<file path="src/rtl/main_fsm_pkg.sv">
// main_fsm_pkg
// Shared encodings for the RV32I multicycle control path: FSM state codes,
// opcode constants and the ALUOp / mux-select / immediate-format encodings.
// The ALU decoder and the single-cycle main decoder use the same constants.
// Also holds the per-state control bundle and the function that maps a
// state to its Moore outputs.
package main_fsm_pkg;

    typedef enum logic [3:0] {
        S_IDLE     = 4'd0,
        S_FETCH    = 4'd1,
        S_DECODE   = 4'd2,
        S_MEMADR   = 4'd3,
        S_MEMREAD  = 4'd4,
        S_MEMWB    = 4'd5,
        S_MEMWRITE = 4'd6,
        S_EXECR    = 4'd7,
        S_EXECI    = 4'd8,
        S_ALUWB    = 4'd9,
        S_BEQ      = 4'd10,
        S_JAL      = 4'd11
    } state_t;

    localparam logic [6:0] OP_LW    = 7'b0000011;
    localparam logic [6:0] OP_SW    = 7'b0100011;
    localparam logic [6:0] OP_RTYPE = 7'b0110011;
    localparam logic [6:0] OP_ITYPE = 7'b0010011;
    localparam logic [6:0] OP_BEQ   = 7'b1100011;
    localparam logic [6:0] OP_JAL   = 7'b1101111;

    localparam logic [1:0] ALUOP_ADD   = 2'b00;
    localparam logic [1:0] ALUOP_SUB   = 2'b01;
    localparam logic [1:0] ALUOP_FUNCT = 2'b10;

    localparam logic [1:0] SRCA_PC    = 2'b00;
    localparam logic [1:0] SRCA_OLDPC = 2'b01;
    localparam logic [1:0] SRCA_RD1   = 2'b10;

    localparam logic [1:0] SRCB_RD2  = 2'b00;
    localparam logic [1:0] SRCB_IMM  = 2'b01;
    localparam logic [1:0] SRCB_FOUR = 2'b10;

    localparam logic [1:0] RES_ALUOUT    = 2'b00;
    localparam logic [1:0] RES_DATA      = 2'b01;
    localparam logic [1:0] RES_ALURESULT = 2'b10;

    localparam logic [1:0] IMM_I = 2'b00;
    localparam logic [1:0] IMM_S = 2'b01;
    localparam logic [1:0] IMM_B = 2'b10;
    localparam logic [1:0] IMM_J = 2'b11;

    // Everything the FSM drives that depends on the state alone.
    // pcUpdate and branch are internal; they are combined with zero and
    // stall at the top level to form PCWrite.
    typedef struct packed {
        logic       pcUpdate;
        logic       branch;
        logic       adrSrc;
        logic       memWrite;
        logic       irWrite;
        logic [1:0] resultSrc;
        logic [1:0] aluSrcA;
        logic [1:0] aluSrcB;
        logic [1:0] aluOp;
        logic       regWrite;
    } ctrl_t;

    // Moore output table; unlisted fields stay 0, and unknown states
    // produce an all-zero bundle.
    function automatic ctrl_t stateControls(input state_t s);
        ctrl_t c;
        c = '0;
        case (s)
            S_FETCH: begin
                c.irWrite   = 1'b1;
                c.aluSrcA   = SRCA_PC;
                c.aluSrcB   = SRCB_FOUR;
                c.aluOp     = ALUOP_ADD;
                c.resultSrc = RES_ALURESULT;
                c.pcUpdate  = 1'b1;
            end
            S_DECODE: begin
                c.aluSrcA = SRCA_OLDPC;
                c.aluSrcB = SRCB_IMM;
                c.aluOp   = ALUOP_ADD;
            end
            S_MEMADR, S_EXECI: begin
                c.aluSrcA = SRCA_RD1;
                c.aluSrcB = SRCB_IMM;
                c.aluOp   = (s == S_EXECI) ? ALUOP_FUNCT : ALUOP_ADD;
            end
            S_MEMREAD: begin
                c.resultSrc = RES_ALUOUT;
                c.adrSrc    = 1'b1;
            end
            S_MEMWB: begin
                c.resultSrc = RES_DATA;
                c.regWrite  = 1'b1;
            end
            S_MEMWRITE: begin
                c.resultSrc = RES_ALUOUT;
                c.adrSrc    = 1'b1;
                c.memWrite  = 1'b1;
            end
            S_EXECR: begin
                c.aluSrcA = SRCA_RD1;
                c.aluSrcB = SRCB_RD2;
                c.aluOp   = ALUOP_FUNCT;
            end
            S_ALUWB: begin
                c.resultSrc = RES_ALUOUT;
                c.regWrite  = 1'b1;
            end
            S_BEQ: begin
                c.aluSrcA   = SRCA_RD1;
                c.aluSrcB   = SRCB_RD2;
                c.aluOp     = ALUOP_SUB;
                c.resultSrc = RES_ALUOUT;
                c.branch    = 1'b1;
            end
            S_JAL: begin
                c.aluSrcA   = SRCA_OLDPC;
                c.aluSrcB   = SRCB_FOUR;
                c.aluOp     = ALUOP_ADD;
                c.resultSrc = RES_ALUOUT;
                c.pcUpdate  = 1'b1;
            end
            default: c = '0;
        endcase
        return c;
    endfunction

    function automatic logic isSupportedOp(input logic [6:0] op);
        return (op == OP_LW) || (op == OP_SW) || (op == OP_RTYPE) ||
               (op == OP_ITYPE) || (op == OP_BEQ) || (op == OP_JAL);
    endfunction

endpackage

</file>
<file path="src/rtl/main_fsm_imm_src_decoder.sv">
// imm_src_decoder
// Combinational opcode to immediate-format decode. Shared between the
// multicycle FSM and the single-cycle main decoder.
//   op_i      [6:0]  instruction opcode
//   immSrc_o  [1:0]  immediate format (I/load 00, S 01, B 10, J 11)
module imm_src_decoder
    import main_fsm_pkg::*;
(
    input  logic [6:0] op_i,
    output logic [1:0] immSrc_o
);

    // Loads, I-type ALU and all unknown opcodes share the I format.
    always_comb begin
        immSrc_o = IMM_I;
        case (op_i)
            OP_SW:   immSrc_o = IMM_S;
            OP_BEQ:  immSrc_o = IMM_B;
            OP_JAL:  immSrc_o = IMM_J;
            default: immSrc_o = IMM_I;
        endcase
    end

endmodule

</file>
<file path="src/rtl/main_fsm.sv">
// main_fsm
// Multicycle RV32I control FSM. Sequences each instruction through
// fetch, decode, execute, memory and write-back and drives the datapath
// selects, write enables and the ALUOp consumed by the ALU decoder.
//   clk, rst_n        clock, asynchronous active-low reset
//   op [6:0]          opcode from the instruction register
//   zero              ALU zero flag (same cycle)
//   stall             hold state and suppress all write enables
//   PCWrite, AdrSrc, MemWrite, IRWrite, RegWrite   enables / address select
//   ResultSrc, ALUSrcA, ALUSrcB, ALUOp, ImmSrc     2-bit selects
//   illegal_op        unsupported opcode seen in DECODE
//   fsm_state [3:0]   current state encoding
module main_fsm (
    input  logic       clk,
    input  logic       rst_n,
    input  logic [6:0] op,
    input  logic       zero,
    input  logic       stall,
    output logic       PCWrite,
    output logic       AdrSrc,
    output logic       MemWrite,
    output logic       IRWrite,
    output logic [1:0] ResultSrc,
    output logic [1:0] ALUSrcA,
    output logic [1:0] ALUSrcB,
    output logic [1:0] ALUOp,
    output logic [1:0] ImmSrc,
    output logic       RegWrite,
    output logic       illegal_op,
    output logic [3:0] fsm_state
);
    import main_fsm_pkg::*;

    state_t state_q;
    state_t state_d;
    ctrl_t  ctrl_q;

    // Next-state logic. op is only looked at in DECODE and MEMADR; a stall
    // freezes the current state. Unknown encodings fall back to FETCH.
    always_comb begin
        state_d = state_q;
        if (!stall) begin
            case (state_q)
                S_IDLE:     state_d = S_FETCH;
                S_FETCH:    state_d = S_DECODE;
                S_DECODE: begin
                    case (op)
                        OP_LW, OP_SW: state_d = S_MEMADR;
                        OP_RTYPE:     state_d = S_EXECR;
                        OP_ITYPE:     state_d = S_EXECI;
                        OP_BEQ:       state_d = S_BEQ;
                        OP_JAL:       state_d = S_JAL;
                        default:      state_d = S_FETCH;
                    endcase
                end
                S_MEMADR:   state_d = (op == OP_SW) ? S_MEMWRITE : S_MEMREAD;
                S_MEMREAD:  state_d = S_MEMWB;
                S_MEMWB:    state_d = S_FETCH;
                S_MEMWRITE: state_d = S_FETCH;
                S_EXECR:    state_d = S_ALUWB;
                S_EXECI:    state_d = S_ALUWB;
                S_ALUWB:    state_d = S_FETCH;
                S_BEQ:      state_d = S_FETCH;
                S_JAL:      state_d = S_ALUWB;
                default:    state_d = S_FETCH;
            endcase
        end
    end

    // State register with the Moore outputs registered alongside it: the
    // control bundle is decoded from the next state, so it always matches
    // state_q and clears together with it on reset.
    always_ff @(posedge clk or negedge rst_n) begin
        if (!rst_n) begin
            state_q <= S_IDLE;
            ctrl_q  <= '0;
        end else begin
            state_q <= state_d;
            ctrl_q  <= stateControls(state_d);
        end
    end

    imm_src_decoder u_immSrcDecoder (
        .op_i     (op),
        .immSrc_o (ImmSrc)
    );

    // Write enables are gated by stall; the selects keep their state values.
    assign PCWrite    = (ctrl_q.pcUpdate | (ctrl_q.branch & zero)) & ~stall;
    assign IRWrite    = ctrl_q.irWrite & ~stall;
    assign RegWrite   = ctrl_q.regWrite & ~stall;
    assign MemWrite   = ctrl_q.memWrite & ~stall;
    assign AdrSrc     = ctrl_q.adrSrc;
    assign ResultSrc  = ctrl_q.resultSrc;
    assign ALUSrcA    = ctrl_q.aluSrcA;
    assign ALUSrcB    = ctrl_q.aluSrcB;
    assign ALUOp      = ctrl_q.aluOp;
    assign illegal_op = (state_q == S_DECODE) & ~isSupportedOp(op);
    assign fsm_state  = state_q;

endmodule

</file>
<file path="config.mk">
export PLATFORM = sky130hd
export DESIGN_NAME = main_fsm
export DESIGN_NICKNAME = d
export VERILOG_FILES = /design/src/rtl/main_fsm_pkg.sv /design/src/rtl/main_fsm_imm_src_decoder.sv /design/src/rtl/main_fsm.sv
export SDC_FILE = /design/constraint.sdc
export NUM_CORES = 1
export LEC_CHECK = 0
export ABC_CLOCK_PERIOD_IN_PS = 1880
export CAP_MARGIN = 0
export CORE_MARGIN = 8
export CORE_UTILIZATION = 41
export DETAILED_ROUTE_END_ITERATION = 16
export GPL_ROUTABILITY_DRIVEN = 1
export PLACE_DENSITY = 0.73
export SLEW_MARGIN = 40
export SYNTH_ARGS = -nofsm -noshare
export SYNTH_HDL_FRONTEND = slang
export SYNTH_SLANG_ARGS = --single-unit
</file>
<file path="constraint.sdc">
create_clock -name clk -period 1.88 [get_ports clk]
set_input_delay 0.188 -clock clk [delete_from_list [all_inputs] [get_ports clk]]
set_output_delay 0.188 -clock clk [all_outputs]
set_load 0.01 [all_outputs]
</file>
==> results.cfg, run 1 <==
; generated from flow reports
[outcome]
status = finished clean

[power_and_ir_drop]
p_seq_uw = 538
pg_clk_uw = 194
p_comb_frac = 0.632
powerDensity_mw_per_mm2 = 1380
internal_power_mw = 1.22
power-top-group = combinational logic
switching_share = 0.390
p_total_mw = 1.99

[layout]
largest_register_ffs = 5
ff_latch_area_um2 = 425
area_growth_pct = 54.5
inverters = 2
antenna_cells = 0
final_area_mm2 = 0.00144
final_util = 0.657
nFillCells = 165
nMultiInputCombCells = 62
final_nets = 148
combGateArea_um2 = 484
final_cell_count_no_fill = 164
seq_share = 0.295
n_all_buffers = 51
n_clock_buffer = 3
final-clk-cell-share = 0.0191

[setup_path]
crit_type = reg2reg
reg2reg_from = fsm_state[3]
crit_slowest_cell = or4b_4
cp-start-kind = flop
crit_path_max_incr_delay_ns = 0.56
cp_max_fo = 8
cp.depth = 5
crit_chain = or4b_4, buf_6, o31ai_4, xor2_1, nor3_1
startpoint = fsm_state[3]

[global_routing]
grt_start_max_net_pins = 18
antenna_found_initial = 0
grt_first_pass_wirelength_um = 4020
grtUsageMet2 = 0.202
grt-busiest-layer = met2
grtUsageTotal = 0.120

[synth]
syn_area_um2 = 932
synthAoiAreaFrac = 0.170
ys_area_um2 = 932
mux_area_frac = 0.0107
ff_type = dfrtp_1
synth-seq-cells = 17
ys_cells = 89
syn_nets = 100
synth-edff-count = 0
logic_family = simple AND/OR/NAND/NOR gates
synth_top_cell_by_count = dfrtp_1
area_leaders = dfrtp_1 (46%), buf_4 (6.4%), nor3_1 (3.8%)
simple_gate_area_frac = 0.258
synth.distinct_cells = 33

[floorplanning]
io_pins = 31
fp_util = 0.425
rows = 17
die_w_um = 63.7
core_mm2 = 0.00219

[cts]
htree_levels = 1
cts_resized = 8
worstSkewPairLatency_ns = 0.29
path_clk_slew_ns = 0.10
cts_root_buf = clkbuf_4
cts_setup_buffers = 3

[timing]
max_slew_margin = 0.637
setup_viol = 0
period_needed_ns = 1.87
whs_ns = 0.209
clock_skew_ns = 0.00136
hold_viol_final = 0

[placed_design]
place_area_mm2 = 0.00134
portBuffers = 30
dp_hpwl_um = 1720

[route]
vias = 831
via_per_inst = 5.07
dr_wl_met2_um = 1170
wl_met3_um = 106
drc = 0
ant_nets = 0

[worst_hold_path]
hp-class = in2async

[run]
warning_count = 28
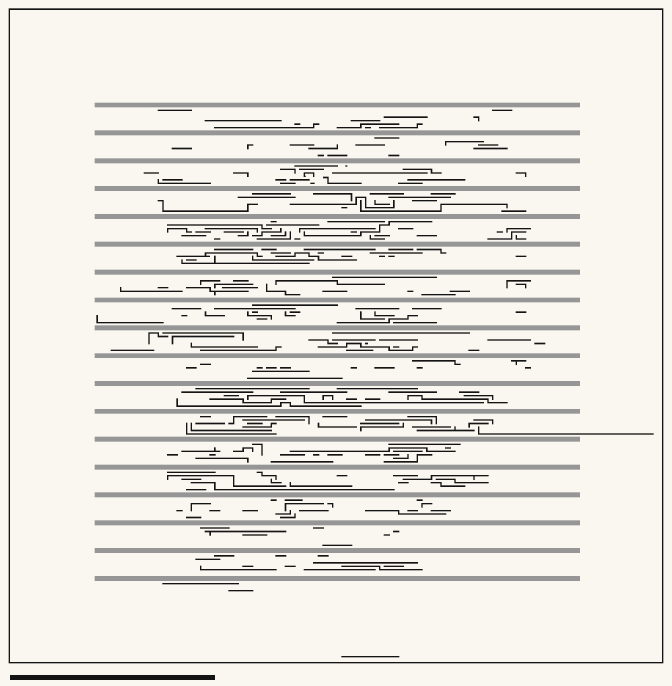
Run 1: metal 1
Bar = 20 um. Supply wires on this layer in grey.
share of all routed wire: 43%
nets with wire on the layer: 130

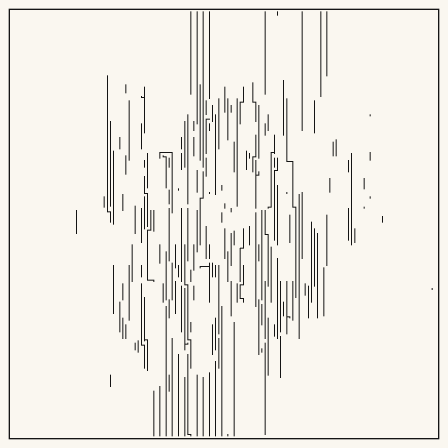
Run 1: met2 routing
nets with wire on the layer: 130
wire length on this layer: 1170 um
main direction: vertical
share of all routed wire: 50%
longest straight run: 23.1 um

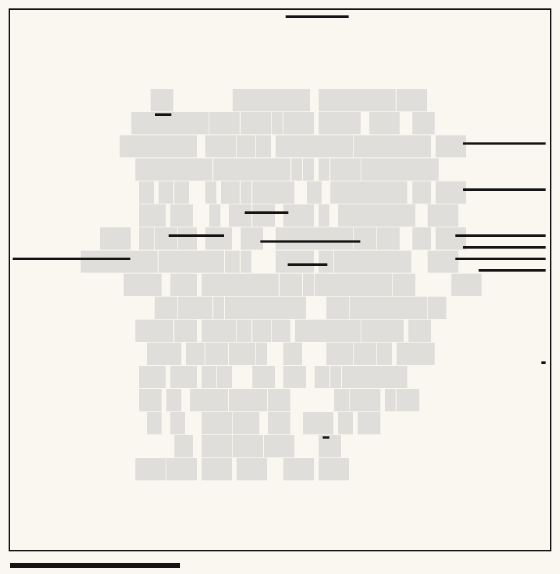
Run 1: met3 routing
Bar = 20 um.
nets with wire on the layer: 11
wire length on this layer: 106 um
main direction: horizontal
longest straight run: 13.6 um

--- run 2 (diff from run 1) ---
- CAP_MARGIN: 0 -> default
- GPL_TIMING_DRIVEN: default -> 0
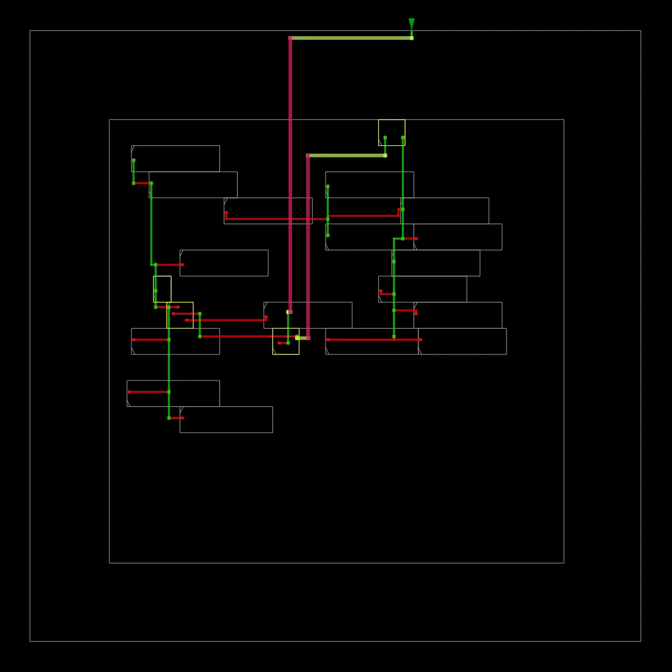
Run 2: the clock network
clock latency at the later pin of the worst-skew pair: 0.29 ns
Clock Sinks: 17
Clk power: 192 uW

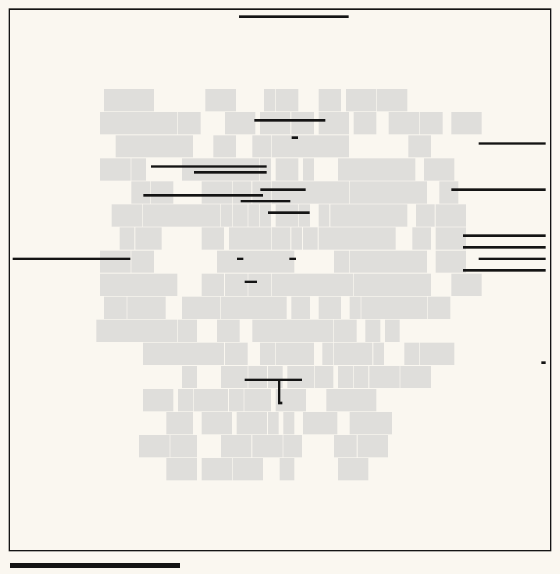
Run 2: met3 routing
Bar = 20 um.
wire length on this layer: 151 um
main direction: horizontal
share of all routed wire: 6.2%

==> run 2 against run 1 <==
Against the previous run:
- the flow now finishes with violations (negative setup slack)
- sequential share of layout area increased by 0.55 points
- register-to-register slack got worse by 0.02 ns
- highest routed layer unchanged
- hold slack gained 0.098 ns
- die area stayed put
==> results.cfg, run 2 <==
; generated from flow reports
[outcome]
status = finished, violations left
violations = negative setup slack

[synth]
synthAoiAreaFrac = 0.170
area_leaders = dfrtp_1 (46%), buf_4 (6.4%), nor3_1 (3.8%)
ys_area_um2 = 932
simple_gate_area_frac = 0.258
logic_family = simple AND/OR/NAND/NOR gates
synth-edff-count = 0
syn_nets = 100
ff_type = dfrtp_1
synth-seq-cells = 17

[setup_path]
cp_max_fo = 7
crit_slowest_cell = or4b_4
reg2reg_from = fsm_state[2]
crit_path_max_incr_delay_ns = 0.62
crit_type = reg2reg

[route]
vias = 829
wl_met3_um = 150
via_per_inst = 5.12
ant_nets = 0
drc = 0
dr_wl_met2_um = 1300

[power_and_ir_drop]
switching_share = 0.390
power-top-group = combinational logic
p_seq_uw = 603
p_comb_frac = 0.607
internal_power_mw = 1.23

[layout]
nFillCells = 169
largest_register_ffs = 5
antenna_cells = 0
area_growth_pct = 53.0
seq_share = 0.301
final-clk-cell-share = 0.0193
combGateArea_um2 = 483
final_nets = 146
inverters = 2
final_area_mm2 = 0.00143

[floorplanning]
core_mm2 = 0.00219
fp_util = 0.425
io_pins = 31
die_w_um = 63.7

[worst_hold_path]
hp-class = in2async

[timing]
setup_ws_ns = -0.00645
hold_viol_final = 0
whs_ns = 0.307
setup_viol = 2
clock_skew_ns = 0.00736

[cts]
path_clk_slew_ns = 0.10
htree_levels = 1
cts_resized = 12

[placed_design]
dp_hpwl_um = 1720
portBuffers = 30

[global_routing]
grt-busiest-layer = met2
grtUsageMet2 = 0.199
grt_first_pass_wirelength_um = 3800
grt_start_max_net_pins = 18
antenna_found_initial = 0

[run]
warning_count = 28
--- run 3 (diff from run 2) ---
- PLACE_DENSITY: 0.73 -> 0.71
- SYNTH_HIERARCHICAL: default -> 1
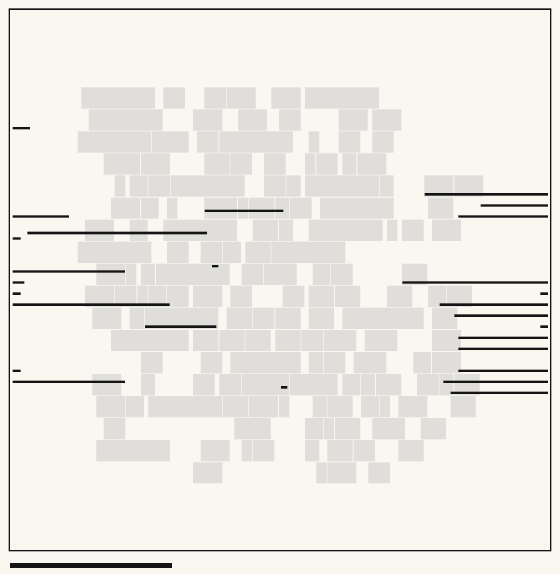
Run 3: met3 routing
Bar = 20 um.
main direction: horizontal
nets with wire on the layer: 24
wire length on this layer: 232 um
longest straight run: 21.8 um

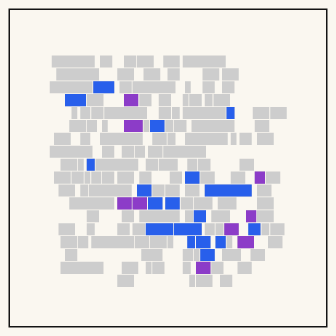
Run 3: gate families picked out
legend:
  blue:
    family: aoi and oai cells
    cells: 18
  purple:
    family: and/or cells
    cells: 9
most frequent logic cell in the layout: buf_4
Layout Cells excl Fill: 184

==> run 3 against run 2 <==
Against the previous run:
- the flow now finishes without violations
- final cell count grew 14%
- critical path depth grew 2
- via count grew 17%
- register-to-register slack gained 0.04 ns
- largest power group unchanged
- largest cell class unchanged
- sequential share of layout area shrank 3.2 points
- clock power is essentially flat
==> results.cfg, run 3 <==
; generated from flow reports
[route]
vias = 968
dr_wl_met2_um = 1370
wl_met3_um = 231
drc = 0
wl_per_cell_um = 15.3
via_per_inst = 5.26
ant_nets = 0

[timing]
clock_skew_ns = 0.00885
hold_viol_final = 0
finalClockPeriodUsage = 0.979
whs_ns = 0.327
max_slew_margin = 0.752
max_slew.worst_pin.slew_ns = 0.373
setup_ws_ns = 0.0385
grt_setup_unrepaired = true
period_needed_ns = 1.84
setup_viol = 0

[layout]
seq_share = 0.269
ff_latch_area_um2 = 427
final_util = 0.646
area_growth_pct = 51.1
final_area_mm2 = 0.00159
nFillCells = 218
n_clock_buffer = 3
combGateArea_um2 = 567
nMultiInputCombCells = 70
n_all_buffers = 59
final_nets = 166
antenna_cells = 0
dominant_cells = logic gates
largest_register_ffs = 5
final-clk-cell-share = 0.0174
inverters = 4

[cts]
path_clk_slew_ns = 0.10
cts_tree = done
clock-sinks = 17
cts_setup_buffers = 11
htree_levels = 1
cts_root_buf = clkbuf_4
cts_resized = 14
worstSkewPairLatency_ns = 0.29

[power_and_ir_drop]
pg_clk_uw = 195
powerDensity_mw_per_mm2 = 1370
p_comb_frac = 0.661
power-top-group = combinational logic
internal_power_mw = 1.36
p_total_mw = 2.17
p_seq_uw = 540

[global_routing]
grtUsageTotal = 0.132
grtUsageMet2 = 0.220
grt-busiest-layer = met2
grt_start_max_net_pins = 18
antenna_found_initial = 0
grt_first_pass_wirelength_um = 4620

[setup_path]
crit_type = reg2reg
crit_slowest_cell = or3b_4
crit_path_max_incr_delay_ns = 0.44
cp_max_fo = 5
startpoint = fsm_state[3]
reg2reg_from = fsm_state[3]
crit_chain = or2_4, nor4b_4, o21ai_2, o21ai_4, or3b_4, o22ai_2
cp.depth = 6
cp-start-kind = flop

[worst_hold_path]
hp-class = in2async

[outcome]
status = finished clean

[floorplanning]
rows = 18
die_w_um = 66.6
fp_util = 0.428
io_pins = 31
core_mm2 = 0.00245

[synth]
syn_nets = 115
ff_type = dfrtp_1
synth.distinct_cells = 44
syn_area_mm2 = 0.00105
synthAoiAreaFrac = 0.150
ys_area_mm2 = 0.00105
ys_cells = 104
synth-edff-count = 0
simple_gate_area_frac = 0.285
area_leaders = dfrtp_1 (41%), buf_4 (5.7%), nand2b_1 (3.6%)
logic_family = simple AND/OR/NAND/NOR gates
mux_area_frac = 0.00954
synth-seq-cells = 17
synth_top_cell_by_count = dfrtp_1

[placed_design]
dp_hpwl_um = 1920
pre_cts_slack_ns = -0.474
portBuffers = 30
place_area_mm2 = 0.00139

[run]
drv_cap = 0
warning_count = 28
No activity file was given, so power comes from the tool's default toggle rates.
